clock_wires.png
Scale: 4 px per um.
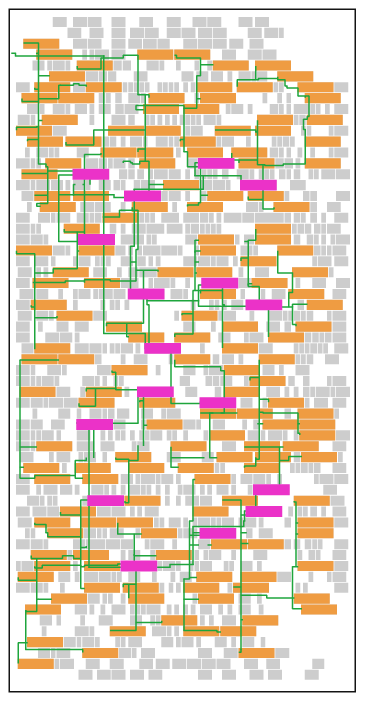
congestion_map.png
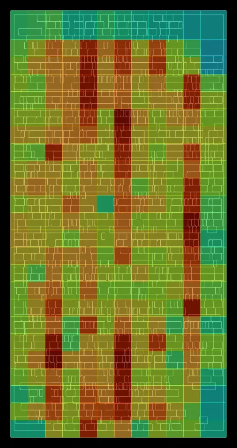
ff_map.png
Scale: 4 px per um. Other sequential cells in the stronger grey, the rest of the logic in the fainter grey.
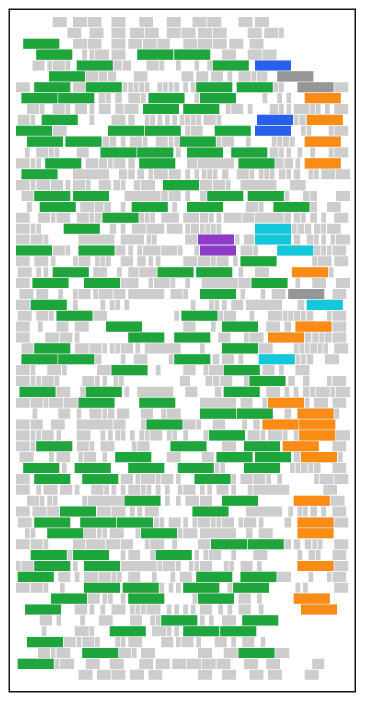
class_map.png
Scale: 4 px per um. Fill, decap, tap and diode cells in grey.
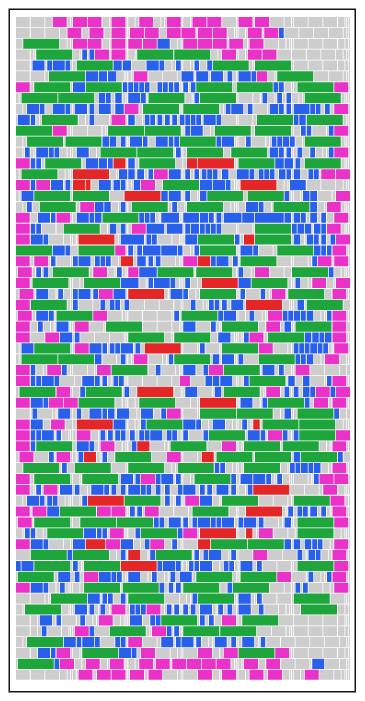
floorplan.png
Scale: 3 px per um. Pins as bars on the die edge.
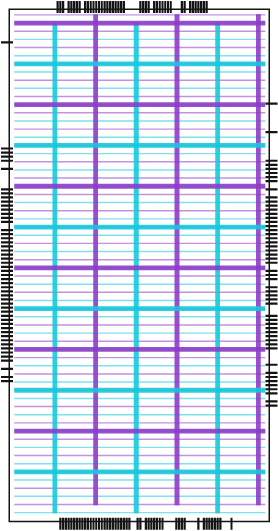
===== config.mk =====
export PLATFORM = sky130hd
export DESIGN_NAME = frame_strobe_sequencer
export DESIGN_NICKNAME = d
export VERILOG_FILES = /design/src/rtl/frame_strobe_sequencer.sv
export SDC_FILE = /design/constraint.sdc
export NUM_CORES = 1
export LEC_CHECK = 0
export ABC_AREA = 1
export CORE_ASPECT_RATIO = 2
export CORE_UTILIZATION = 53
export DETAILED_ROUTE_END_ITERATION = 16
export PLACE_DENSITY_LB_ADDON = 0.2
export SYNTH_ARGS = -nofsm -noshare
export SYNTH_HDL_FRONTEND = slang
export SYNTH_SLANG_ARGS = --single-unit
export TNS_END_PERCENT = 50

===== constraint.sdc =====
create_clock -name UserCLK -period 7.74 [get_ports UserCLK]
set_input_delay 1.161 -clock UserCLK [delete_from_list [all_inputs] [get_ports UserCLK]]
set_output_delay 1.161 -clock UserCLK [all_outputs]
set_load 0.1 [all_outputs]

===== src/rtl/frame_strobe_sequencer.sv =====
// Column configuration write controller: gathers one word per tile row, then
// drives FrameData and fires a single registered FrameStrobe line.
module frame_strobe_sequencer #(
  parameter int MaxFramesPerCol = 20,
  parameter int FrameBitsPerRow = 32,
  parameter int NumRows         = 4,
  parameter int StrobeCycles    = 2,
  localparam int FW             = $clog2(MaxFramesPerCol)
) (
  input  logic                                 UserCLK,
  input  logic                                 rst,
  input  logic                                 cmd_valid,
  output logic                                 cmd_ready,
  input  logic [FW-1:0]                        cmd_frame,
  input  logic                                 data_valid,
  output logic                                 data_ready,
  input  logic [FrameBitsPerRow-1:0]           data_in,
  output logic [NumRows*FrameBitsPerRow-1:0]   FrameData,
  output logic [MaxFramesPerCol-1:0]           FrameStrobe,
  output logic                                 busy,
  output logic                                 done,
  output logic                                 err
);

  localparam int RW = (NumRows > 1) ? $clog2(NumRows) : 1;
  localparam int SW = (StrobeCycles > 1) ? $clog2(StrobeCycles) : 1;
  localparam logic [RW-1:0] LastRow    = RW'(NumRows - 1);
  localparam logic [SW-1:0] LastStrobe = SW'(StrobeCycles - 1);
  localparam logic [FW:0]   FrameLimit = (FW+1)'(MaxFramesPerCol);

  typedef enum logic [2:0] {IDLE, LOAD, SETUP, STROBE, HOLD} state_t;

  state_t        state;
  logic [RW-1:0] row;
  logic [SW-1:0] scnt;
  logic [FW-1:0] frame;

  assign cmd_ready  = (state == IDLE);
  assign data_ready = (state == LOAD);
  assign busy       = (state != IDLE);

  always_ff @(posedge UserCLK or posedge rst) begin
    if (rst) begin
      state       <= IDLE;
      FrameData   <= '0;
      FrameStrobe <= '0;
      done        <= 1'b0;
      err         <= 1'b0;
      row         <= '0;
      scnt        <= '0;
      frame       <= '0;
    end else begin
      done <= 1'b0;
      err  <= 1'b0;
      case (state)
        IDLE: begin
          if (cmd_valid) begin
            frame <= cmd_frame;
            if ({1'b0, cmd_frame} >= FrameLimit) begin
              err <= 1'b1;
            end else begin
              row   <= '0;
              state <= LOAD;
            end
          end
        end
        LOAD: begin
          if (data_valid) begin
            FrameData[row*FrameBitsPerRow +: FrameBitsPerRow] <= data_in;
            if (row == LastRow) state <= SETUP;
            else                row   <= row + 1'b1;
          end
        end
        SETUP: begin
          // Strobe is registered here so it rises on the first STROBE cycle.
          FrameStrobe        <= '0;
          FrameStrobe[frame] <= 1'b1;
          scnt               <= '0;
          state              <= STROBE;
        end
        STROBE: begin
          if (scnt == LastStrobe) begin
            FrameStrobe <= '0;
            state       <= HOLD;
          end else begin
            scnt <= scnt + 1'b1;
          end
        end
        HOLD: begin
          done  <= 1'b1;
          state <= IDLE;
        end
        default: state <= IDLE;
      endcase
    end
  end

endmodule

==> impl_metrics.ini <==
; generated from flow reports
[cells_and_area]
ant_cells = 0
non_clock_buffer_count = 197
count_of_non_cts_inverters_in_the_layout = 52
fin_nets = 1019
largest-register = FrameData
sh_comb_area_pct = 29.3
combGateArea_um2 = 2900
fraction_of_area_in_registers_pct = 40.8
largest_class = sequential cells
final_cell_utilization_of_the_core_pct = 71.1
largestRegisters = FrameData x128, FrameStrobe x20, frame x5
seq_cells = 161
logic_gates = 543
max_ffs_per_register = 128
clock_area_share_pct = 5.54
fill_cells = 1077
area.sequential_um2 = 4030
commonest_cells_after_routing_fill_and_taps_aside = sky130_fd_sc_hd__nand2_1, sky130_fd_sc_hd__clkdlybuf4s50_1, sky130_fd_sc_hd__dfrtp_1
layout.buffer.nonclock.area_share_pct = 19.9
fraction_of_layout_cells_with_a_size_suffix_above_1_pct = 17.7
synthToLayoutAreaGrowth_pct = 31.6
lay_top_count = sky130_fd_sc_hd__nand2_1
clockBufferCount = 19

[routing]
drt_pre_antenna_iters = 5
met3RoutedLength_um = 907
met1Wirelength_mm = 7.47
drtAntennaViolNets = 0
dr.max_layer_used = met4
post_detailed_route_drc_marker_count = 0
dr_wl_met2_mm = 9.67
drtIter0Drc = 393
viasPerCell = 5.05
drt-total-wl_mm = 18.6
num_vias = 5923

[power]
vdd.ir_drop.worst_v = 0.000368
finalPower_mw = 4.14
total_leakage_power_nw = 4.54
power_per_cell_area_nw_per_um2 = 420

[timing]
finalCritPeriodShare_pct = 46.8
slew-limit-headroom_pct = 27.9
fin_crit_ns = 3.62
hold-worst-slack_ns = 0.479
setup-violations-final = 0
totalNegativeSetupSlack_ns = 0
timing.clock.skew_ns = 0.0113
final_max_slew_viol_count = 0
tightestPinTransition_ns = 1.08
final_tally_of_hold_violations = 0
timing.fmax_ghz = 0.276
unrepaired_setup_endpoints_after_global_routing = no
final_critical_path_setup_slack_ns = 4.12

[synth]
ys.warnings.count = 0
enable_flop_cells = 0
synth_area_um2 = 7500
synth.yosys.num_cells = 802
syn-instance-count = 802
synth_top_flop_cell = sky130_fd_sc_hd__dfrtp_1
top_cell = sky130_fd_sc_hd__nand2_1
ys_area_um2 = 7500
ys_async_sr_fraction_pct = 100
ys_types = 25
synthMuxAreaShare_pct = 0
simple_gate_area_share_pct = 22.2
synthDominantCellAreaShare_pct = 53.7
synthDominantAreaCellType = sky130_fd_sc_hd__dfrtp_1
synth.cellmix.compoundShare_pct = 15.4
ys_seq_elements = 161
adder_share_pct = 1.00
synth_area_in_xor_xnor_pct = 0
ys_seq_share_pct = 53.7
synthTopCellsByArea = sky130_fd_sc_hd__dfrtp_1, sky130_fd_sc_hd__nand2_1, sky130_fd_sc_hd__o21ai_2, sky130_fd_sc_hd__buf_6, sky130_fd_sc_hd__nand3_1
postSynthAreaPerCell_um2 = 9.36
synth_nets = 849
logic_family = simple AND/OR/NAND/NOR gates
post_synth_most_frequent_cells = sky130_fd_sc_hd__nand2_1, sky130_fd_sc_hd__dfrtp_1, sky130_fd_sc_hd__o21ai_2

[critical_path]
critical_path.reg2reg.endpoint = FrameData[5]
critical_path_peak_fanout = 6
worstSetupPathType = reg -> out
crit_path_end = cmd_ready
critPathLaunch = state[2]
setup.reg_to_reg.worst_slack_ns = 4.99
ff2ff_path_depth = 6
worstPathRequired_ns = 6.58
endpoint_kind = output pin
cp.arrival_ns = 2.46
crit_path_start_kind = flip-flop
crit-reg2reg-launch = row[0]

[floorplanning]
floorplan.rows = 61
floorplan.tapcells = 189
fp_util_pct = 54.0
die_w_um = 86.1
design.core.area_um2 = 13900
chip_area_um2 = 14700
die-height_um = 170
ios = 194

[hold_path]
worst_hold_startpoint = FrameStrobe[0]
timing.hold.worst_endpoint = FrameStrobe[0]
timing.hold.worst.class = reg -> reg
worstHoldPathCells = 2

[clocking]
setup_repair_bufs_after_cts = 0
clk_transition_reported_paths_ns = 0.07
cts_htree_levels = 4
cts-root-to-sink-buffers = 2
cts_hold_repair.buffers = 0
cts-resized-gates = 0
clock-sinks = 161
cts_inserted_buffers = 17
cts_root_buffer = sky130_fd_sc_hd__clkbuf_16
cts_tree = done
clock_insertion_delay_worst_skew_ns = 0.42

[place]
place_congestion = 0.899
hpwlAfterDp_mm = 13.5
setup_slack_placement_ns = 4.52
port-buffer-count = 193

[job]
stage_log_warnings = 31
cap_viol_max_count = 0

[grt]
grt_busiest_layer = met2
grt_start_max_net_pins = 96
globalRoute.totalOverflow = 0
grt_pass1_vias = 5796
grtUsageTotal_pct = 27.0
grtUsageMet1_pct = 33.2
grt_first_pass_wirelength_mm = 30.2
number_of_antenna_violations_at_the_first_check_in_global_routing = 0

[run_status]
run_status = complete, no violations
Back to the opening pictures, clock_wires.png:
Key: orange = flip-flops [count 161]; magenta = clock-net drivers [count 17]; green = clock wires [length 1840 um]
There are 18 routed clock nets. Position of the flops: all over the die.

Back to the opening pictures, congestion_map.png:
DR WL/cell: 15.9 um
GR met2 Demand/Resource: 45.2%
met3 Resource Use GR: 5.67%

Back to the opening pictures, ff_map.png:
Key: cyan = frame [sequential cells 5]; purple = row [sequential cells 2]; blue = state [sequential cells 3]; orange = FrameStrobe [sequential cells 20]; green = FrameData [sequential cells 128, where all over the die]
Another 3 sequential cells are not coloured.

Back to the opening pictures, class_map.png:
Key: green = registers [cells 161]; red = clock drivers and dummy loads [cells 32]; magenta = remaining buffers and delay cells [cells 197]; blue = remaining logic cells [cells 595]

Back to the opening pictures, floorplan.png:
Key: purple = VDD; cyan = VSS
The core has 61 rows. 62 met1 rails follow the rows. 6 straps on met4. 12 straps on met5.

## stage by stage
step	std cells	instance area [um2]
after floorplan	802	7500
after global placement	1142	9330
after detailed placement	1142	9330
after CTS	1174	9870
after global routing	1174	9870
final	1174	9870
## report_power, final
group	internal [mW]	leakage [nW]	switching [mW]
sequential	1.01	2.20	0.107
combinational	0.469	2.07	1.79
clock	0.424	0.265	0.350
total	1.90	4.54	2.24
## worst max-delay path, stage by stage, from the launching register on
cell and delay [ns]:
sky130_fd_sc_hd__dfrtp_1 0.43, sky130_fd_sc_hd__nor2_1 0.19, sky130_fd_sc_hd__nand2_1 0.18, sky130_fd_sc_hd__inv_1 0.11, sky130_fd_sc_hd__clkdlybuf4s50_1 1.13
Power is estimated from default activity; no workload was simulated.
